--- src/rtl/fft_pkg.sv ---
// Shared constants and FSM state type for the ADC-to-FFT frame loader.
package fft_pkg;

    localparam int DATA_W     = 16;
    localparam int N_BANK     = 4;
    localparam int BANK_DEPTH = 512;
    localparam int FRAME_LEN  = 2048;

    typedef enum logic [2:0] {
        S_FILL,
        S_LAST,
        S_START,
        S_WAIT,
        S_DONE
    } state_t;

endpackage

--- src/rtl/fft_adc_loader.sv ---
// Streams ADC samples into the FFT's banked input RAMs, launches the FFT once
// a frame is full, and holds results until the consumer re-arms the loader.
module fft_adc_loader #(
    parameter int DATA_W     = fft_pkg::DATA_W,
    parameter int N_BANK     = fft_pkg::N_BANK,
    parameter int BANK_DEPTH = fft_pkg::BANK_DEPTH
) (
    input  logic                          iCLK,
    input  logic                          iRESET,
    input  logic [DATA_W-1:0]             iDATA,
    input  logic                          iVALID,
    output logic                          oREADY,
    output logic [DATA_W-1:0]             oDATA,
    output logic [$clog2(BANK_DEPTH)-1:0] oADDR_WR_0,
    output logic [$clog2(BANK_DEPTH)-1:0] oADDR_WR_1,
    output logic [$clog2(BANK_DEPTH)-1:0] oADDR_WR_2,
    output logic [$clog2(BANK_DEPTH)-1:0] oADDR_WR_3,
    output logic [N_BANK-1:0]             oWE,
    output logic                          oSTART,
    input  logic                          iRDY,
    input  logic                          iREARM,
    output logic                          oDONE,
    output logic [15:0]                   oDROP_CNT
);
    import fft_pkg::*;

    localparam int AW    = $clog2(BANK_DEPTH);
    localparam int CNT_W = $clog2(N_BANK * BANK_DEPTH);
    localparam int BW    = CNT_W - AW;
    localparam logic [CNT_W-1:0] LAST_IDX = CNT_W'(N_BANK * BANK_DEPTH - 1);

    state_t              state_q;
    logic [CNT_W-1:0]    cnt_q;
    logic                waitFirst_q;
    logic [N_BANK-1:0]   we_q;
    logic [DATA_W-1:0]   data_q;
    logic [AW-1:0]       addr_q [N_BANK];
    logic                start_q;
    logic                done_q;
    logic [15:0]         dropCnt_q;
    logic [15:0]         dropCnt_d;
    logic [BW-1:0]       bank;
    logic                ready;
    logic                rearmNow;

    assign ready    = (state_q == S_FILL);
    assign bank     = cnt_q[CNT_W-1:AW];
    assign rearmNow = (state_q == S_DONE) && iREARM;

    // A re-arm clears the drop count, but a sample dropped in that same cycle still counts.
    always_comb begin
        dropCnt_d = dropCnt_q;
        if (rearmNow) begin
            dropCnt_d = iVALID ? 16'd1 : 16'd0;
        end else if (iVALID && !ready && (dropCnt_q != 16'hFFFF)) begin
            dropCnt_d = dropCnt_q + 16'd1;
        end
    end

    always_ff @(posedge iCLK or posedge iRESET) begin
        if (iRESET) begin
            state_q     <= S_FILL;
            cnt_q       <= '0;
            waitFirst_q <= 1'b0;
            we_q        <= '0;
            data_q      <= '0;
            for (int b = 0; b < N_BANK; b++) begin
                addr_q[b] <= '0;
            end
            start_q     <= 1'b0;
            done_q      <= 1'b0;
            dropCnt_q   <= '0;
        end else begin
            we_q      <= '0;
            start_q   <= 1'b0;
            dropCnt_q <= dropCnt_d;
            case (state_q)
                S_FILL: begin
                    if (iVALID) begin
                        data_q       <= iDATA;
                        we_q         <= N_BANK'(1) << bank;
                        addr_q[bank] <= cnt_q[AW-1:0];
                        // The counter parks on the last index; only a re-arm restarts it.
                        if (cnt_q == LAST_IDX) begin
                            state_q <= S_LAST;
                        end else begin
                            cnt_q <= cnt_q + 1'b1;
                        end
                    end
                end
                S_LAST: begin
                    state_q <= S_START;
                    start_q <= 1'b1;
                end
                S_START: begin
                    state_q     <= S_WAIT;
                    waitFirst_q <= 1'b1;
                end
                S_WAIT: begin
                    waitFirst_q <= 1'b0;
                    if (!waitFirst_q && iRDY) begin
                        state_q <= S_DONE;
                        done_q  <= 1'b1;
                    end
                end
                S_DONE: begin
                    if (iREARM) begin
                        state_q <= S_FILL;
                        cnt_q   <= '0;
                        done_q  <= 1'b0;
                    end
                end
                default: begin
                    state_q <= S_FILL;
                end
            endcase
        end
    end

    assign oREADY     = ready;
    assign oDATA      = data_q;
    assign oWE        = we_q;
    assign oSTART     = start_q;
    assign oDONE      = done_q;
    assign oDROP_CNT  = dropCnt_q;
    assign oADDR_WR_0 = addr_q[0];
    assign oADDR_WR_1 = addr_q[1];
    assign oADDR_WR_2 = addr_q[2];
    assign oADDR_WR_3 = addr_q[3];

endmodule

--- config.mk ---
export PLATFORM = sky130hd
export DESIGN_NAME = fft_adc_loader
export DESIGN_NICKNAME = d
export VERILOG_FILES = /design/src/rtl/fft_pkg.sv /design/src/rtl/fft_adc_loader.sv
export SDC_FILE = /design/constraint.sdc
export NUM_CORES = 1
export LEC_CHECK = 0
export ABC_AREA = 1
export ABC_CLOCK_PERIOD_IN_PS = 3100
export CAP_MARGIN = 20
export CORE_MARGIN = 3
export CORE_UTILIZATION = 45
export CTS_BUF_LIST = sky130_fd_sc_hd__clkbuf_8
export DETAILED_ROUTE_END_ITERATION = 12
export PLACE_DENSITY_LB_ADDON = 0.12
export SYNTH_ARGS = -nofsm -noshare
export SYNTH_HDL_FRONTEND = slang
export SYNTH_SLANG_ARGS = --single-unit
--- constraint.sdc ---
create_clock -name iCLK -period 3.1 [get_ports iCLK]
set_clock_uncertainty 0.1 [all_clocks]
set_input_delay 0.31 -clock iCLK [delete_from_list [all_inputs] [get_ports iCLK]]
set_output_delay 0.31 -clock iCLK [all_outputs]
set_load 0.02 [all_outputs]
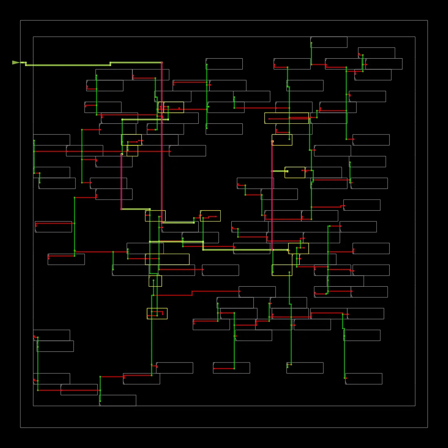
*The clock network*
number of clock buffer instances in the layout: 9
insertion delay of the later-clocked pin in the worst-skew pair: 350 ps
clock net sink count: 89

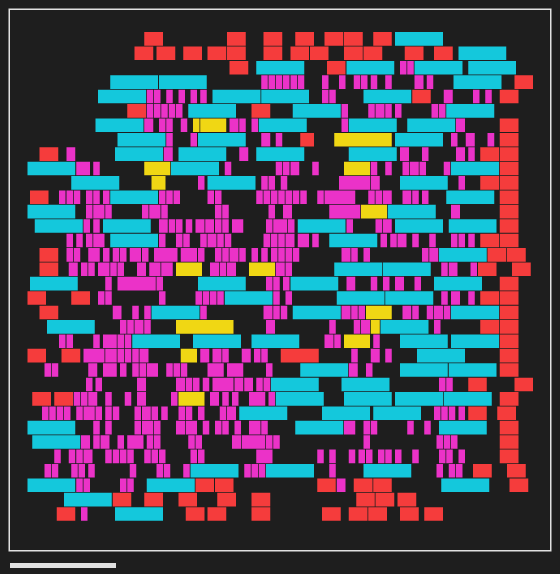
*Placement by cell class*
Scale bar: 20 um.
Key: flops = cyan [cells 89, share of their area 42%]; all other logic = magenta [cells 423, share of their area 35%]; clock drivers and dummy loads = yellow [cells 15, share of their area 4.0%]; other buffers and delay cells = red [cells 97, share of their area 19%]
site row count: 34
Layout Cell Area excl Fill: 5400 um2
placeable core area: 8850 um2
Layout Utilization: 61.0%
fraction of area in registers: 41.3%

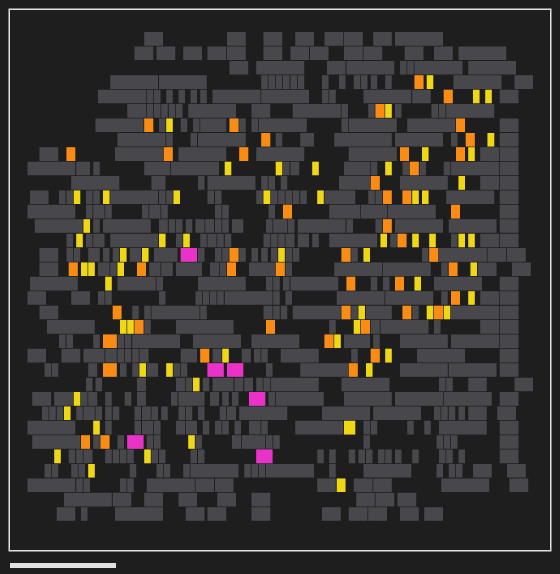
*Gate families picked out*
Scale bar: 20 um.
Key: inverting AOI/OAI gates = orange [cells 47, most used o21ai_1]; inverters = yellow [cells 62, most used inv_1]; XOR/XNOR gates = magenta [cells 6, most used xor2_1]
final cell count without fillers: 732
multi-input combinational area share: 29.9%
most frequent logic cell in the layout: nand2_1

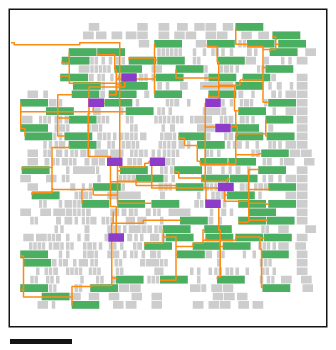
*Clock network drawn from the DEF*
Scale bar: 20 um.
Key: clock wires = orange [length 1,030 um]; flip-flops = green [count 89]; cells driving clock nets = purple [count 9]
There are 10 routed clock nets. Position of the flops: widely spread.
share of power burned in the clock network: 21.1%
power dissipated in the clock network: 849 uW

==> impl_metrics.json <==
{
  "path_class": "register to register",
  "worst-endpoint-arrival_ps": 2390,
  "antenna_violations_before_repair": 0,
  "timing.final.setup_violations": 0,
  "grt_max_degree": 49,
  "dr_wl_met3_um": 567,
  "drt_pass1_iterations": 4,
  "synth.area.top_cells": "dfrtp_1 54%, nand2_1 20%, inv_1 5.0%",
  "cts_hold_repair.buffers": 0,
  "regToRegEndpoint": "cnt_q[0]",
  "log.warning_count": 26,
  "io_pins": 96,
  "worstSetupEndpointType": "register",
  "die_w_um": 102,
  "drcViolationCount": 0,
  "post_synth_instance_area_um2": 4150,
  "timing.critical_path.from_type": "register",
  "top_area_share_pct": 53.7,
  "clk_transition_reported_paths_ps": 90,
  "antenna_cells_inserted": 0,
  "synth.cellmix.xorXnorShare_pct": 1.27,
  "outcome": "complete, no violations",
  "rsz_0062_raised_after_global_routing": "false",
  "routed-via-count": 3548,
  "fillCellCount": 812,
  "reg2reg_setup_slack_ps": 890,
  "critPathMaxFanout": 11,
  "main_logic_family": "simple AND/OR/NAND/NOR gates",
  "synth.net_count": 546,
  "cap_viol_max_count": 0,
  "worst_hold_path_type": "input pin to asynchronous set/reset pin",
  "fp_util_pct": 46.9,
  "first_pass_grt_wire_length_mm": 16.1,
  "wl_met2_mm": 4.40,
  "postSynthSeqShare_pct": 53.7,
  "synth_cell_types": 28,
  "syn_area_per_cell_um2": 7.93,
  "max_freq_ghz": 0.452,
  "max_slew.worst_pin.slew_ps": 825,
  "number_of_global_route_vias_before_repair": 3337,
  "worst_case_reg_to_reg_path_depth": 9,
  "final_nets": 643,
  "ff_type": "dfrtp_1",
  "async_flop_share_pct": 100,
  "grt.met2_usage_pct": 30.5,
  "die-height_um": 102,
  "min_period_ps": 2210,
  "viasPerCell": 4.85,
  "synthTopCellsByCount": "221 x nand2_1, 89 x dfrtp_1, 55 x inv_1, 37 x nor2_1, 34 x o21ai_1"
}
## power breakdown
part           switching (uW)  internal [uW]
combinational             910            599
clock                     402            447
sequential                247           1410
## cell type report
cell class	count	area [um2]	area share, %
Clock inverter	6	85.1	1.58
Sequential cell	89	2230	41.3
Timing Repair Buffer	97	978	18.1
Clock buffer	9	124	2.29
Inverter	62	236	4.38
Multi-Input combinational cell	361	1610	29.9
Tap cell	108	135	2.50
## critical path: stages, from the launching register on
cell and delay, ps:
dfrtp_1 570, ha_1 240, nand2_1 100, nor2_2 180, nand3_1 180, nand2_2 140, nand2_2 100, nand2_1 340
nand2_1 100, nand2_1 90
## through the flow
stage / hold slack, ps / instance area, um2 / total power [uW] / utilization, % / setup slack [ps]
after floorplan: 327 / 4150 / 2560 / - / 383
after global placement: 356 / 5190 / 3170 / 58.7 / 841
after detailed placement: 360 / 5190 / 3200 / 58.7 / 803
after CTS: 335 / 5400 / 4060 / 61.0 / 908
after global routing: 403 / 5400 / 4290 / 61.0 / 757
final: 314 / 5400 / 4020 / 61.0 / 887
## layout by cell type, fill, tap and decap left out, drive strengths merged
cell type	n
inv	61
dfrtp	89
nor2	45
clkbuf	9
nand3	22
nand4	6
nand2	226
a21oi	6
xnor2	1
clkinvlp	1
o21ai	39
buf	2
ha	2
clkinv	4
xor2	5
nor3	5
nand3b	2
o21bai	2
clkdlybuf4s50	95
bufinv	2
## worst max path at each step
stage             start       endpoint  slack (ps)  cells after the start
5_1_grt        cnt_q[1]       cnt_q[3]         760                      9
2_1_floorplan    iRESET       cnt_q[0]         380                      1
3_3_place_gp     iVALID  oADDR_WR_2[4]         840                      7
3_5_place_dp     iVALID  oADDR_WR_1[2]         800                      7
4_1_cts        cnt_q[1]       cnt_q[0]         910                      9
6_report       cnt_q[1]       cnt_q[0]         890                      9
No activity file was given, so power comes from the tool's default toggle rates.
